==> src/rtl/shift_add_multiplier.sv <==
// shift_add_multiplier
//   Sequential unsigned WIDTH x WIDTH multiplier. It uses one WIDTH-bit
//   ripple-carry add per cycle and a right shift of the {acc, q} partial
//   product, so it needs no combinational array multiplier.
//
//   Ports
//     clk_i      : clock, all state updates on the rising edge
//     rst_i      : synchronous active-high reset
//     start_i    : begin a multiply (sampled only while idle)
//     a_i        : multiplicand, captured on the accepted start edge
//     b_i        : multiplier, captured on the accepted start edge
//     product_o  : registered 2*WIDTH-bit result, valid from done until the
//                  next result is loaded (cleared by reset)
//     busy_o     : high whenever the engine is not idle
//     done_o     : one-cycle pulse when product_o becomes valid
module shift_add_multiplier #(
   parameter int WIDTH = 8
) (
   input  logic               clk_i,
   input  logic               rst_i,
   input  logic               start_i,
   input  logic [WIDTH-1:0]   a_i,
   input  logic [WIDTH-1:0]   b_i,
   output logic [2*WIDTH-1:0] product_o,
   output logic               busy_o,
   output logic               done_o
);

   localparam int CNT_W = $clog2(WIDTH + 1);

   typedef enum logic [1:0] {
      IDLE = 2'd0,
      RUN  = 2'd1,
      DONE = 2'd2
   } state_t;

   state_t             state_q, state_d;
   logic [WIDTH-1:0]   mcand_q, mcand_d;
   logic [WIDTH-1:0]   acc_q,   acc_d;
   logic [WIDTH-1:0]   q_q,     q_d;
   logic [CNT_W-1:0]   cnt_q,   cnt_d;
   logic [2*WIDTH-1:0] product_q, product_d;

   logic [WIDTH-1:0]   addend;
   logic [WIDTH:0]     sum;       // {carry, sum}
   logic [2*WIDTH-1:0] shifted;   // next {acc, q} after one iteration

   // Ripple-carry adder: bit-serial carry chain, returns {cout, sum}.
   function automatic logic [WIDTH:0] rca_add(input logic [WIDTH-1:0] x,
                                              input logic [WIDTH-1:0] y,
                                              input logic             cin);
      logic [WIDTH-1:0] s;
      logic             c;
      c = cin;
      for (int i = 0; i < WIDTH; i++) begin
         s[i] = x[i] ^ y[i] ^ c;
         c    = (x[i] & y[i]) | (c & (x[i] ^ y[i]));
      end
      return {c, s};
   endfunction

   always_comb begin
      addend  = q_q[0] ? mcand_q : '0;
      sum     = rca_add(acc_q, addend, 1'b0);
      // Carry enters the MSB; the LSB of q retires each iteration.
      shifted = {sum, q_q[WIDTH-1:1]};
   end

   always_comb begin
      state_d   = state_q;
      mcand_d   = mcand_q;
      acc_d     = acc_q;
      q_d       = q_q;
      cnt_d     = cnt_q;
      product_d = product_q;
      case (state_q)
         IDLE: begin
            if (start_i) begin
               mcand_d = a_i;
               q_d     = b_i;
               acc_d   = '0;
               cnt_d   = '0;
               state_d = RUN;
            end
         end
         RUN: begin
            {acc_d, q_d} = shifted;
            cnt_d        = cnt_q + CNT_W'(1);
            if (cnt_q == CNT_W'(WIDTH - 1)) begin
               // Load the final {acc, q} on the edge entering DONE, so the
               // product is already visible during the done pulse.
               product_d = shifted;
               state_d   = DONE;
            end
         end
         DONE: begin
            state_d = IDLE;
         end
         default: begin
            state_d = IDLE;
         end
      endcase
   end

   always_ff @(posedge clk_i) begin
      if (rst_i) begin
         state_q   <= IDLE;
         mcand_q   <= '0;
         acc_q     <= '0;
         q_q       <= '0;
         cnt_q     <= '0;
         product_q <= '0;
      end else begin
         state_q   <= state_d;
         mcand_q   <= mcand_d;
         acc_q     <= acc_d;
         q_q       <= q_d;
         cnt_q     <= cnt_d;
         product_q <= product_d;
      end
   end

   // Pure decodes of registered state: no input-to-output path.
   assign busy_o    = (state_q != IDLE);
   assign done_o    = (state_q == DONE);
   assign product_o = product_q;

endmodule

==> config.mk <==
export PLATFORM = sky130hd
export DESIGN_NAME = shift_add_multiplier
export DESIGN_NICKNAME = d
export VERILOG_FILES = /design/src/rtl/shift_add_multiplier.sv
export SDC_FILE = /design/constraint.sdc
export NUM_CORES = 1
export LEC_CHECK = 0
export ABC_AREA = 0
export CORE_ASPECT_RATIO = 1.5
export CORE_MARGIN = 2
export CORE_UTILIZATION = 52
export DETAILED_ROUTE_END_ITERATION = 8
export PLACE_DENSITY = 0.78
export SLEW_MARGIN = 10
export SYNTH_ARGS = -nofsm -noshare
export SYNTH_HDL_FRONTEND = slang
export SYNTH_SLANG_ARGS = --single-unit
==> constraint.sdc <==
create_clock -name clk_i -period 4.7 [get_ports clk_i]
set_input_delay 0.705 -clock clk_i [delete_from_list [all_inputs] [get_ports clk_i]]
set_output_delay 0.705 -clock clk_i [all_outputs]
set_load 0.02 [all_outputs]
Fig. 1: supply network
Pins as bars on the die edge. Tap cells in gray.
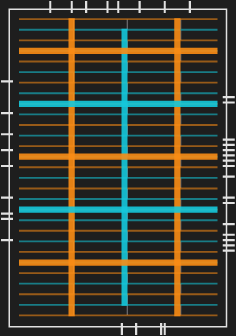
legend:
  orange:
    net: VSS
  cyan:
    net: VDD
signal pins: 37
tap cells: 45
rows: 28
met1 rails: 29
Worst VDD drop: 302 uV
vertical die dimension: 81.2 microns

Fig. 2: placed cells, one color a class
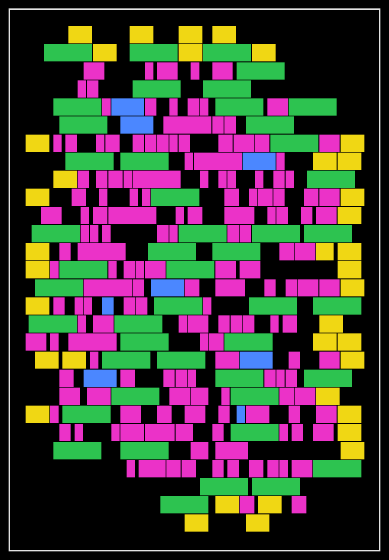
legend:
  blue:
    class: clock drivers and dummy loads
    cells: 8
    share_of_their_area: 3.8%
  yellow:
    class: remaining buffers and delay cells
    cells: 37
    share_of_their_area: 15%
  green:
    class: sequential cells
    cells: 46
    share_of_their_area: 38%
  magenta:
    class: remaining logic cells
    cells: 161
    share_of_their_area: 43%
Finished Cell Area: 2480 sq um
FP Rows: 28
core region area: 3890 sq um
flop share of the area: 37.1%

Fig. 3: routed clock nets over the placement
Bar = 20 microns.
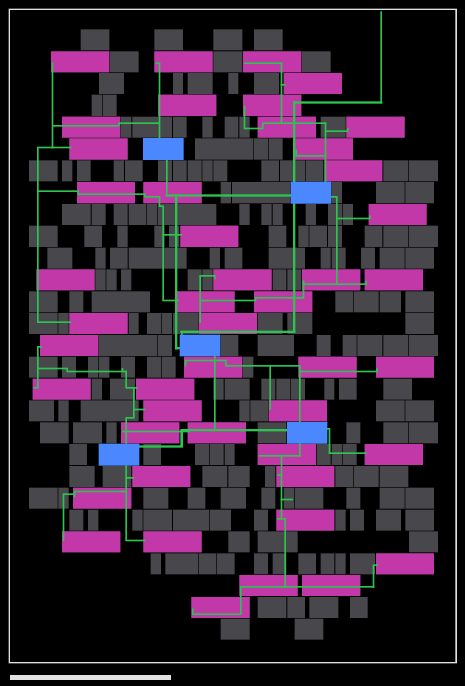
legend:
  blue:
    item: clock-net drivers
    count: 5
  magenta:
    item: flip-flops
    count: 46
  green:
    item: clock wires
    length: 524 microns
flops lie: widely spread
insertion delay at the late pin of the worst-skew pair: 300 ps
power share of the clock group: 33.0%
power dissipated in the clock network: 243 uW
Final Skew: 8.64 ps

Fig. 4: metal layers overlaid
Bar = 20 microns.
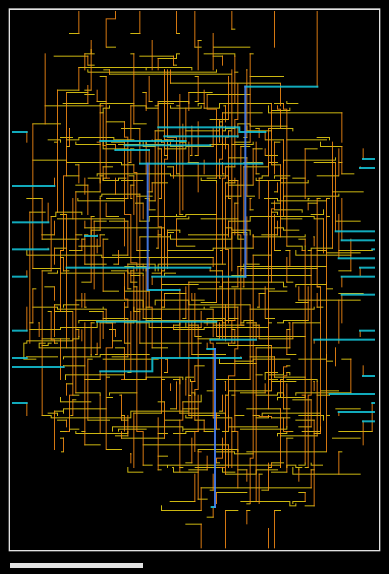
legend:
  orange:
    layer: M2
    wire_length: 2,130 microns
  blue:
    layer: M4
    wire_length: 71.4 microns
  yellow:
    layer: M1
    wire_length: 1,750 microns
  cyan:
    layer: M3
    wire_length: 272 microns
overall via count from detail_route: 1,629
Post-Route WL: 4230 microns

Fig. 5: track usage over the die
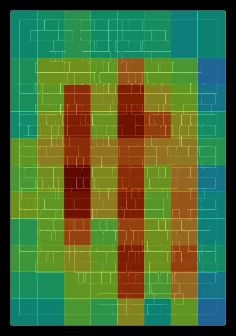
Wirelength per Cell: 14.2 microns
GR Util met1: 24.2%
total routing resource utilization after global routing: 20.6%
global-route layer with the greatest usage: met2
met2 demand-to-capacity share in global routing: 33.9%

==> impl_metrics.ini <==
; physical design summary
[outcome]
outcome = finished clean

[cells_and_area]
diode_count = 0

[synthesis]
synth_warnings = 0
synth-seq-cells = 46
top_cells_by_count = dfxtp_1 (46), a21oi_1 (25), nand2_1 (24), nor2_1 (14), nand2b_1 (13)
ys_seq_share_pct = 44.5
fa_ha_area_share_pct = 7.99
yosys_cells = 222
synth.avg_cell_area_sq_um = 9.32
synth_top_cell_by_area = dfxtp_1
post-synth-top-area-fraction_pct = 44.5
synth-simple-area-share_pct = 24.6

[grt]
grt_overflow = 0

[final_timing]
setup-violations-final = 0
max-slew-margin-rel_pct = 45.5
hold_viol_final = 0

[floorplan]
floorplan.die.width_microns = 55.5

[critical_path]
critPathMaxStageDelay_ps = 490
worst-endpoint-arrival_ps = 3940

[min_path]
hold_path_depth = 2
timing.hold.worst.class = reg -> reg

[clock_network]
htree_num_levels = 2
clock_tree_from_tritoncts = built

[drt]
avgViaCountPerCell = 5.48
drt_drc_violations_left = 0

[pwr]
total_power_uw = 736
power.density_nw_per_um2 = 297
-- how the worst max path moves through the flow --
| stage | end | slack [ps] | cells after the start |
|---|---|---|---|
| after floorplan | acc_q[6] | 1170 | 17 |
| after global placement | acc_q[6] | 1140 | 16 |
| after detailed placement | acc_q[6] | 1000 | 16 |
| after CTS | acc_q[6] | 970 | 16 |
| after global routing | acc_q[6] | 770 | 16 |
| final | acc_q[6] | 990 | 16 |
-- worst max-delay path, delay by kind of cell (launching register included) --
kind / cells / cell delay [ps]
AOI/OAI and AO/OA: 1 / 120
and+or+nand+nor: 2 / 340
adders and majority gates: 8 / 2370
DFF: 1 / 490
buffers and inverters: 5 / 310
-- metrics by stage --
stage	std cells	area (sq um)	util [%]	hold WS (ps)
finish	297	2480	63.8	456
global route	297	2480	63.8	479
CTS	297	2480	63.8	456
detailed placement	289	2390	61.5	445
global placement	289	2390	61.5	439
floorplan	222	2070	-	432
-- layout by cell type, fill, tap and decap left out, types with 7 or more instances in the layout --
master | synthesis | routed
a21oi_1 | 25 | 25
dfxtp_1 | 46 | 46
nand2b_1 | 13 | 13
inv_1 | 11 | 11
nand2_1 | 24 | 24
fa_1 | 7 | 7
clkdlybuf4s50_1 | 0 | 36
nand3_1 | 10 | 10
a22o_1 | 8 | 8
nor2_1 | 14 | 14
-- cell families (layout without fill, tap and decap cells) --
family                   count (synthesis)  count (layout)
AND-OR/OR-AND                           47              47
adder cells (fa/ha/maj)                  9               9
buffers and inverters                   27              57
flip-flops                              46              46
multiplexers                             1               1
AND/OR/NAND/NOR                         92              92
-- registers in the layout, summed over array words and instances (netlist names) --
register	cells
acc_q	8
mcand_q	8
state_q	2
q_q	8
cnt_q	4
product_o	16
-- cell type report --
cell class	instances	area, sq um
Multi-Input combinational cell	149	995
Tap cell	45	56.3
Clock buffer	7	86.3
Inverter	12	50.0
Clock inverter	1	5.00
Sequential cell	46	921
Timing Repair Buffer	37	368
Fill cell	336	1410
-- report_power, final --
part | switching, mW | total [mW] | internal, mW | leakage, nW
clock | 0.125 | 0.243 | 0.119 | 0.0482
sequential | 0.0133 | 0.416 | 0.403 | 0.374
combinational | 0.0401 | 0.0767 | 0.0366 | 0.457
-- per-layer routing --
metal  vias up  GRT usage, %  wire length, microns
met2        56          33.9                  2130
met3         6          5.89                   272
met1       756          24.2                  1750
met4         0          11.0                    71
li1        811             -                     -
met5         -             0                     0
Power figures rest on the tool's default switching activity, not on a simulated workload.
